`src/rtl/addend_collector.sv`:
```
// Collects a frame of unsigned samples into a bank that feeds an adder tree directly.
// Define ADDEND_COLLECTOR_PINGPONG_EN to add a second bank so filling continues while a frame waits.
module addend_collector #(
    parameter int DATA_WIDTH = 8,
    parameter int LENGTH     = 42
) (
    input  logic                        clk,
    input  logic                        rst_n,
    input  logic [DATA_WIDTH-1:0]       in_sample,
    input  logic                        in_valid,
    input  logic                        in_last,
    output logic                        in_ready,
    output logic [DATA_WIDTH-1:0]       out_addends [LENGTH],
    output logic [$clog2(LENGTH+1)-1:0] out_count,
    output logic                        out_valid,
    input  logic                        out_ready
);
    localparam int CNT_W = $clog2(LENGTH + 1);
    localparam int IDX_W = (LENGTH > 1) ? $clog2(LENGTH) : 1;
    localparam logic [IDX_W-1:0] LAST_IDX = IDX_W'(LENGTH - 1);
`ifdef ADDEND_COLLECTOR_PINGPONG_EN
    localparam int NB = 2;
`else
    localparam int NB = 1;
`endif

    typedef enum logic {FILL = 1'b0, FULL = 1'b1} bank_state_t;

    bank_state_t           state [NB];
    logic [DATA_WIDTH-1:0] bank  [NB][LENGTH];
    logic [CNT_W-1:0]      cnt   [NB];
    logic [IDX_W-1:0]      wr_idx;
    logic                  wr_bank;
    logic                  rd_bank;
    logic                  run;
    logic                  accept;
    logic                  complete;
    logic                  rel;

    // in_ready depends only on registered state, so out_ready never reaches it combinationally
    assign in_ready  = run && (state[wr_bank] == FILL);
    assign out_valid = (state[rd_bank] == FULL);
    assign out_count = cnt[rd_bank];
    assign accept    = in_valid && in_ready;
    assign complete  = accept && (in_last || (wr_idx == LAST_IDX));
    assign rel       = out_valid && out_ready;

    always_comb begin
        for (int i = 0; i < LENGTH; i++) begin
            out_addends[i] = bank[rd_bank][i];
        end
    end

    always_ff @(posedge clk or negedge rst_n) begin
        if (!rst_n) begin
            run     <= 1'b0;
            wr_idx  <= '0;
            wr_bank <= 1'b0;
            rd_bank <= 1'b0;
            for (int b = 0; b < NB; b++) begin
                state[b] <= FILL;
                cnt[b]   <= '0;
                for (int i = 0; i < LENGTH; i++) begin
                    bank[b][i] <= '0;
                end
            end
        end else begin
            run <= 1'b1;
            // Released bank returns to all-zero so an early-terminated frame sums exactly
            if (rel) begin
                state[rd_bank] <= FILL;
                cnt[rd_bank]   <= '0;
                for (int i = 0; i < LENGTH; i++) begin
                    bank[rd_bank][i] <= '0;
                end
`ifdef ADDEND_COLLECTOR_PINGPONG_EN
                rd_bank <= ~rd_bank;
`endif
            end
            if (accept) begin
                bank[wr_bank][wr_idx] <= in_sample;
                cnt[wr_bank]          <= CNT_W'(wr_idx) + CNT_W'(1);
                if (complete) begin
                    state[wr_bank] <= FULL;
                    wr_idx         <= '0;
`ifdef ADDEND_COLLECTOR_PINGPONG_EN
                    wr_bank        <= ~wr_bank;
`endif
                end else begin
                    wr_idx <= wr_idx + IDX_W'(1);
                end
            end
        end
    end
endmodule

```
`config.mk`:
```
export PLATFORM = sky130hd
export DESIGN_NAME = addend_collector
export DESIGN_NICKNAME = d
export VERILOG_FILES = /design/src/rtl/addend_collector.sv
export SDC_FILE = /design/constraint.sdc
export NUM_CORES = 1
export LEC_CHECK = 0
export ABC_AREA = 1
export CAP_MARGIN = 20
export CELL_PAD_IN_SITES_DETAIL_PLACEMENT = 1
export CELL_PAD_IN_SITES_GLOBAL_PLACEMENT = 2
export CORE_UTILIZATION = 30
export DETAILED_ROUTE_END_ITERATION = 8
export PLACE_DENSITY_LB_ADDON = 0.08
export RECOVER_POWER = 50
export SYNTH_ARGS = -nofsm -noshare
export SYNTH_HDL_FRONTEND = slang
export SYNTH_SLANG_ARGS = --single-unit
export TNS_END_PERCENT = 1
```
`constraint.sdc`:
```
create_clock -name clk -period 2 [get_ports clk]
set_input_delay 0.4 -clock clk [delete_from_list [all_inputs] [get_ports clk]]
set_output_delay 0.4 -clock clk [all_outputs]
set_load 0.05 [all_outputs]
```
==> run_1/sizes.png <==
Drawn at 1.5 px/µm.
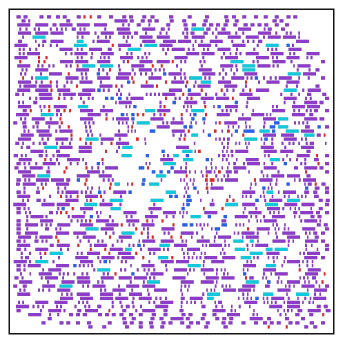
- cyan: _6 and larger (cells 76; share 4.3%; most used clkbuf_16)
- blue: _3 and _4 cells (cells 73; share 4.1%; most used buf_4)
- purple: _0 and _1 cells (cells 1,497; share 84%; most used dfrtp_1)
- red: _2 cells (cells 131; share 7.4%; most used clkbuf_2)
final worst slack: 68.8 ps
non-clock buffer count in the final layout: 462
fin area: 0.0188 mm²
area grow syn2layout: 37.7%

==> run_1/logic_types.png <==
Drawn at 1.5 px/µm.
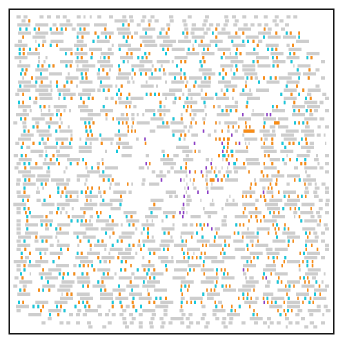
- cyan: aoi and oai cells (cells 335; most used o21ai_0; where all over the die)
- orange: nand cells (cells 495; most used nand3_1; where all over the die)
- purple: inv cells (cells 33; most used inv_1)
Layout Cells excl Fill: 2,370
Comb/total area: 0.221
most numerous logic cell after layout: dfrtp_1

==> summary.txt, run 1 <==
FF-to-FF Start: state
Iter 0 DRT Violations: 708
Top cell area share: 0.641
FF-to-FF End: bank[98]
post-synthesis cell type with the largest combined area: dfrtp_1
global-route wire length before repair: 80,900 µm
clock root buffer: clkbuf_16
status: complete, no violations
RSZ-0062 raised after global routing: no
count of final hold-check violations: 0
Critical Path Start Type: flop
clock buffers: 63
yosys stat cell total: 1,361
Initial Utilization: 0.307
slowest stage delay, CP: 550 ps
logic area: 0.00415 mm²
Setup Viol. Count Final: 0
vias in the first global route: 12,100
RD Place Congestion: 0.758
Top non-seq family: simple AND/OR/NAND/NOR gates
worst slew pin tran: 1070 ps
Period Utilization, post-route: 0.966
Diodes inserted: 1
pre-CTS setup slack: -82.7 ps
Pins Over Slew Limit: 0
Die Span Y: 215 µm
area reported by Yosys stat: 0.0137 mm²
largest class: sequential cells
ys flops: 350
max_cap viols: 0
TritonCTS Buffers: 42
HP Class: flop to flop
post-synthesis instance total: 1,361
DP Wirelength: 36,000 µm
Critical path buffers and inverters: 1
Die ar.: 0.0464 mm²
Nets: 1,768
port bufs: 356
DR vias: 11,700
Post-DP Area: 0.0183 mm²
skew final: 10.7 ps
drt drc: 0
Reg area: 0.00876 mm²
Worst Reg-to-Reg Cells: 8
Fmax: 518 MHz
global-route usage over all layers: 0.231
Hold Slack: 504 ps
launch point of the worst path: bank[74]
setup TNS: 0 ps
tap cells: 592
Worst EP required: 1600 ps
Ys Warns: 2
critical path depth: 1
Mapped Area: 0.0137 mm²
Late-Pin Clk Latency: 560 ps
Adder-Cell Fraction of Synth Area: 0.00183
layout cells sized above 1: 0.158
Synth area leaders: dfrtp_1, o21ai_0, nand3_1, nand2_1, clkbuf_1
clock buffer depth: 3
largest net degree at the start of global routing: 66
Avg Inst Size Synth: 10.0 µm²
Slew Limit Headroom: 0.288
final WL: 53,100 µm
==> run_1/congestion.png <==
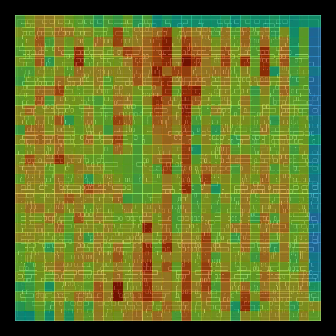
busiest grt layer: met2
Core Util, Final: 0.422
met2 Use GR: 0.375

==> run_1/placement_by_type.png <==
Drawn at 1.5 px/µm. Fill, decap, tap and diode cells in gray.
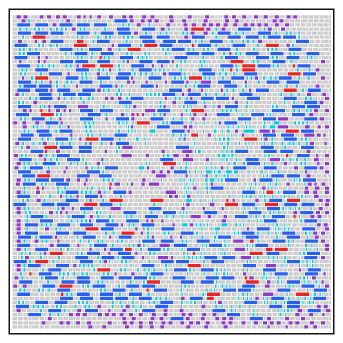
- red: clock drivers and dummy loads (cells 68)
- blue: sequential cells (cells 350)
- purple: remaining buffers and delay cells (cells 462)
- cyan: combinational and other logic (cells 897)
fraction of area in registers: 0.466
Core Footprint: 0.0445 mm²
site row count: 77

[run 1: power by group]
group	switching (µW)	internal, µW
sequential	289	7470
clock	2960	4140
combinational	2360	735
[run 1: worst min-delay path by stage]
stage	slack (ps)	end	depth (start not counted)	start
2_1_floorplan	100	bank[0]	0	rst_n
3_3_place_gp	300	bank[212]	1	rst_n
3_5_place_dp	300	bank[208]	1	rst_n
4_1_cts	300	bank[208]	2	rst_n
5_1_grt	530	bank[284]	2	bank[284]
6_report	500	bank[327]	2	bank[327]
[run 1: kinds of logic (layout without fill, tap and decap cells)]
kind of cell	count (synthesis)	after routing
DFF	350	350
other	1	2
buffers and inverters	147	563
AOI/OAI and AO/OA	335	335
adders and majority gates	2	2
xor gates and xnor gates	1	1
and+or+nand+nor	525	525
[run 1: timing repair]
action / in CTS / in global routing
buffers inserted: 0 / 0
hold endpoints to repair: 22 / 0
resized: 236 / 0
setup endpoints to repair: 236 / 0
hold buffers: 1 / 0
[run 1: synthesized netlist by cell type]
cell type and n:
o21ai_0 298, nor2_2 5, buf_2 25, buf_1 8, nand4_4 1, buf_6 14, nor2_4 12, a21oi_1 1
nand2_1 205, nand4_1 1, o21ai_1 33, o21bai_1 1, xor2_1 1, o22ai_1 2, inv_1 33, buf_4 6
ha_1 2, or2_2 1, conb_1 1, dfrtp_1 350, nand3_2 2, clkbuf_1 61, nor2_1 12, nand3_1 286
[run 1: sequential cells by signal (all words and copies together), names as in the netlist]
signal  count
state       1
cnt         6
wr_idx      6
bank      336
run         1
[run 1: layer usage]
layer	global-route usage	up-vias	routed length [µm]
met5	0	-	0
met4	0.0496	0	892
met3	0.0648	55	3310
met2	0.375	256	25300
met1	0.307	5963	23600
li1	-	5426	-
==> run_1/layer_met3.png <==
Drawn at 2 px/µm.
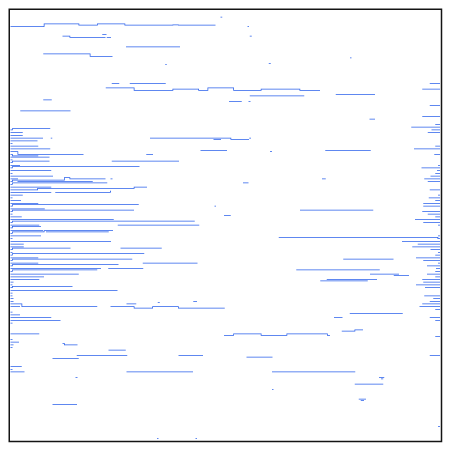

==> run 1 -> run 2 <==
CORE_UTILIZATION = 27   (was 30)
clock period = 1.5 ns   (was 2 ns; I/O delays follow)
==> run_2/layer_met3.png <==
Drawn at 2 px/µm.
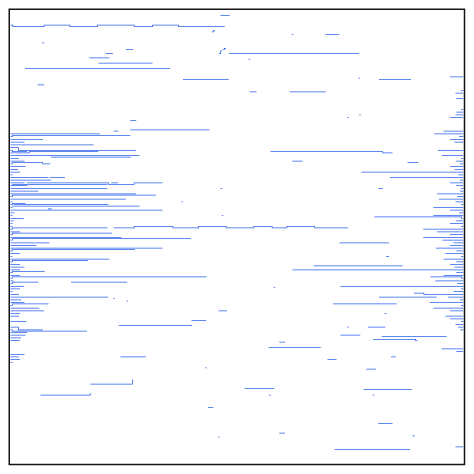
- nets with wire on the layer: 191
- longest straight run: 97.1 µm
- wire length on this layer: 3,830 µm
- share of all routed wire: 6.8%
- main direction: horizontal

==> run 2 against run 1 <==
Effect of this change: the flow now finishes with violations (setup timing); worst setup slack worse by 280 ps; first-iteration DRC count down 25%; power rose by 47%; highest routed layer unchanged; area after synthesis unchanged; sequential power rose by 37%; clock-buffer cell count down 2.
==> summary.txt, run 2 <==
post-synthesis cell type with the largest combined area: dfrtp_1
most common cell in the netlist: dfrtp_1
clock root buffer: clkbuf_16
Synth area leaders: dfrtp_1, o21ai_0, nand3_1, nand2_1, clkbuf_1
setup TNS: -4280 ps
most numerous logic cell after layout: buf_12
M1 WL: 24,200 µm
Avg Inst Size Synth: 10.0 µm²
FF-to-FF Start: state
DR WL met2: 27,200 µm
DP Wirelength: 39,100 µm
TritonCTS Buffers: 40
Critical Path Start Type: flop
Nets: 1,811
busiest grt layer: met2
Setup Viol. Count Final: 184
launch point of the worst path: state
RSZ-0062 raised after global routing: yes
Worst EP required: 1200 ps
final worst slack: -208 ps
ys flops: 350
post-synthesis instance total: 1,361
HP Class: input pin to async pin
area grow syn2layout: 77.6%
Mapped Area: 0.0137 mm²
global-route usage over all layers: 0.223
Hold Slack: 374 ps
Diodes inserted: 0
Die ar.: 0.0515 mm²
Commonest cells post-synth: dfrtp_1, o21ai_0, nand3_1, nand2_1, clkbuf_1
drt drc: 0
count of final hold-check violations: 0
Late-Pin Clk Latency: 560 ps
Critical path buffers and inverters: 3
status: finished, violations left
Fmax: 585 MHz
Iter 0 DRT Violations: 533
global-route wire length before repair: 84,800 µm
DR vias: 11,900
Largest register FFs: 336
Initial Utilization: 0.273
clock buffer depth: 3
failing checks: setup timing
==> run_2/congestion.png <==
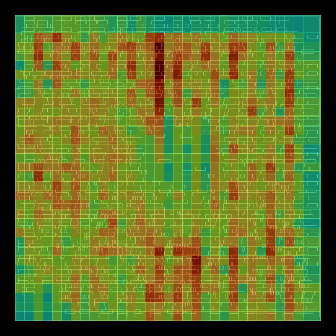
met3 Use GR: 0.0641
met2 Use GR: 0.364
WL per Instance: 22.6 µm
Core Util, Final: 0.484

-- run 2: cell counts after synthesis --
No cell type changed its count.
-- run 2: worst reg2reg max path: cells and delay by family (launching register included) --
family                 cells  cell delay [ps]
AND/OR/NAND/NOR            4              610
AND-OR/OR-AND              1               90
buffers and inverters      3              430
flip-flops                 1              400
-- run 2: power by group --
group / total [µW] / switching (µW) / internal [µW] / leakage (µW)
logic: 5990 / 3330 / 2660 / 0.00513
registers: 10600 / 656 / 9960 / 0.00481
clock network: 9770 / 3990 / 5780 / 0.000648
-- run 2: logic make-up (layout without fill, tap and decap cells) --
logic type | after synthesis | count (layout) | share of synthesized area
simple gates | 525 | 525 | 0.181
buf+inv | 147 | 611 | 0.0520
xor+xnor | 1 | 1 | 0.000642
compound gates | 335 | 335 | 0.123
flops | 350 | 350 | 0.641
other cells | 1 | 1 | 0.000275
fa+ha+maj | 2 | 2 | 0.00183
-- run 2: layout make-up --
class	count	area share
flip-flops and latches	350	0.363
repair buffers	507	0.366
multi-input cells	864	0.177
well taps	672	0.0347
clock inverters	10	0.00351
inverters	33	0.00526
clock buffers	61	0.0504
-- run 2: what timing repair did --
| action | in CTS | in global routing |
|---|---|---|
| gates cloned | 0 | 2 |
| hold endpoints to repair | 237 | 0 |
| gates resized | 55 | 78 |
| hold buffers | 1 | 0 |
| pin swaps | 12 | 9 |
| setup endpoints to repair | 333 | 348 |
| setup buffers | 2 | 2 |
-- run 2: worst paths after layout --
check | to | cells past startpoint
setup / recovery | in_ready | 4
setup reg to reg | bank[254] | 8
hold reg to reg | bank[136] | 2
hold / removal | bank[264] | 2
max in group asynchronous | bank[325] | 3
min in group clk | wr_idx[5] | 4
==> run_2/sizes.png <==
Drawn at 1.5 px/µm.
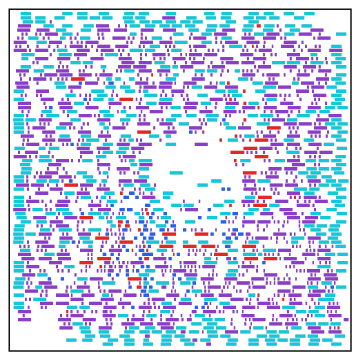

==> run 2 -> run 3 <==
CORE_UTILIZATION = 30   (was 27)
clock period = 1.6 ns   (was 1.5 ns; I/O delays follow)
==> run_3/sizes.png <==
Drawn at 1.5 px/µm.
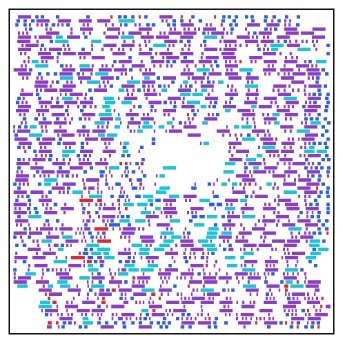
- purple: _0 and _1 cells (cells 1,222; share 67%; most used dfrtp_1)
- blue: _3 and _4 cells (cells 357; share 20%; most used buf_4)
- red: _2 cells (cells 74; share 4.1%; most used clkbuf_2)
- cyan: _6 and larger (cells 165; share 9.1%; most used buf_12)

==> run 3 against run 2 <==
Effect of this change: the flow still finishes with violations (setup timing); sequential cell count unchanged; non-clock buffer count decreased by 12; largest power group unchanged; clock skew increased by 6.1 ps; critical path depth unchanged; register-to-register slack improved by 50 ps; combinational power decreased by 28%; design area decreased by 18%.
==> summary.txt, run 3 <==
status: finished, violations left
failing checks: setup timing
asr flop ratio synth: 1.00
most common cell in the netlist: dfrtp_1
count of final hold-check violations: 0
Ys Warns: 2
Clk power: 9400 µW
yosys aoi share: 0.123
TritonCTS Buffers: 42
simple share: 0.181
Setup Viol. Count Final: 62
Critical path buffers and inverters: 3
max_cap viols: 0
global-route wire length before repair: 81,000 µm
layout cells sized above 1: 0.328
Nets: 1,801
part of the power in the clock network: 0.401
Die ar.: 0.0464 mm²
GR Layer Usage met1: 0.322
clock buffer depth: 3
Comb power frac: 0.184
WL per Instance: 21.9 µm
M1 WL: 24,600 µm
Late-Pin Clk Latency: 560 ps
Pins Over Slew Limit: 0
site row count: 77
Diodes inserted: 0
Top cell area share: 0.641
port bufs: 356
max layer used: met4
Worst Reg-to-Reg Cells: 10
Avg Inst Size Synth: 10.0 µm²
internal power: 16,300 µW
RD Place Congestion: 0.778
post-synthesis cell type with the largest combined area: dfrtp_1
area grow syn2layout: 46.1%
Slew Limit Headroom: 0.341
Hold Slack: 434 ps
yosys stat cell total: 1,361
final worst slack: -154 ps
combinational power: 4320 µW
==> run_3/layer_met3.png <==
Drawn at 2 px/µm.
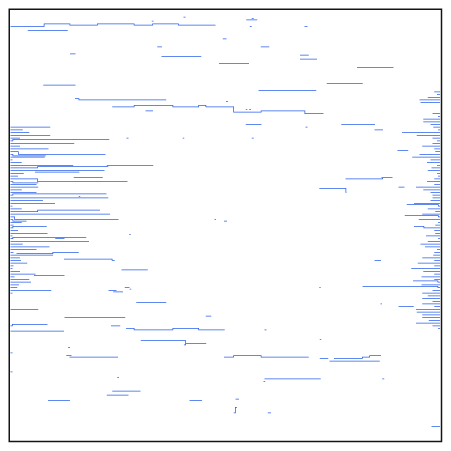
met3 Use GR: 0.0512
final WL: 52,800 µm
DR vias: 11,800

-- run 3: cell counts after synthesis --
Identical to the previous run, type by type.
-- run 3: worst paths after layout --
path	from	endpoint	slack, ps
max	state	in_ready	-150
min	out_ready	state	430
max reg2reg	state	bank[260]	-50
min reg2reg	bank[9]	bank[9]	500
max in group asynchronous	rst_n	bank[256]	110
min in group asynchronous	rst_n	bank[47]	480
-- run 3: repair_timing --
action / in CTS / in global routing
endpoints found under the setup margin: 67 / 313
setup buffers: 2 / 1
cloned: 0 / 0
pin swaps: 3 / 7
gates resized: 14 / 93
hold buffers: 1 / 0
endpoints found under the hold margin: 163 / 0
-- run 3: final cells by class --
class                   count  area (µm²)  share of cell area
inverters                  33         131             0.00659
repair buffers            495        4700               0.236
well taps                 592         741              0.0371
clock inverters            13        93.8             0.00470
multi-input cells         864        4260               0.213
clock buffers              63        1260              0.0632
flip-flops and latches    350        8760               0.439
-- run 3: kinds of logic after synthesis --
group	after synthesis
DFF	350
buffers and inverters	147
xor gates and xnor gates	1
AOI/OAI and AO/OA	335
and+or+nand+nor	525
adders and majority gates	2
other	1
-- run 3: worst register-to-register path: cells and delay by family, from the launching register on --
| family | cells | cell delay (ps) |
|---|---|---|
| AND-OR/OR-AND | 1 | 70 |
| AND/OR/NAND/NOR | 4 | 400 |
| flip-flops | 1 | 400 |
| buffers and inverters | 5 | 680 |
-- run 3: stage by stage --
| step | util | instances | setup TNS, ps | instance area [µm²] |
|---|---|---|---|---|
| after CTS | 0.449 | 2409 | -533 | 20000 |
| after floorplan | - | 1361 | -11090 | 13700 |
| final | 0.448 | 2410 | -1450 | 19900 |
| after detailed placement | 0.417 | 2330 | -98240 | 18500 |
| after global routing | 0.448 | 2410 | -13480 | 19900 |
| after global placement | 0.417 | 2330 | -86320 | 18500 |
Power and IR drop assume default switching activity.
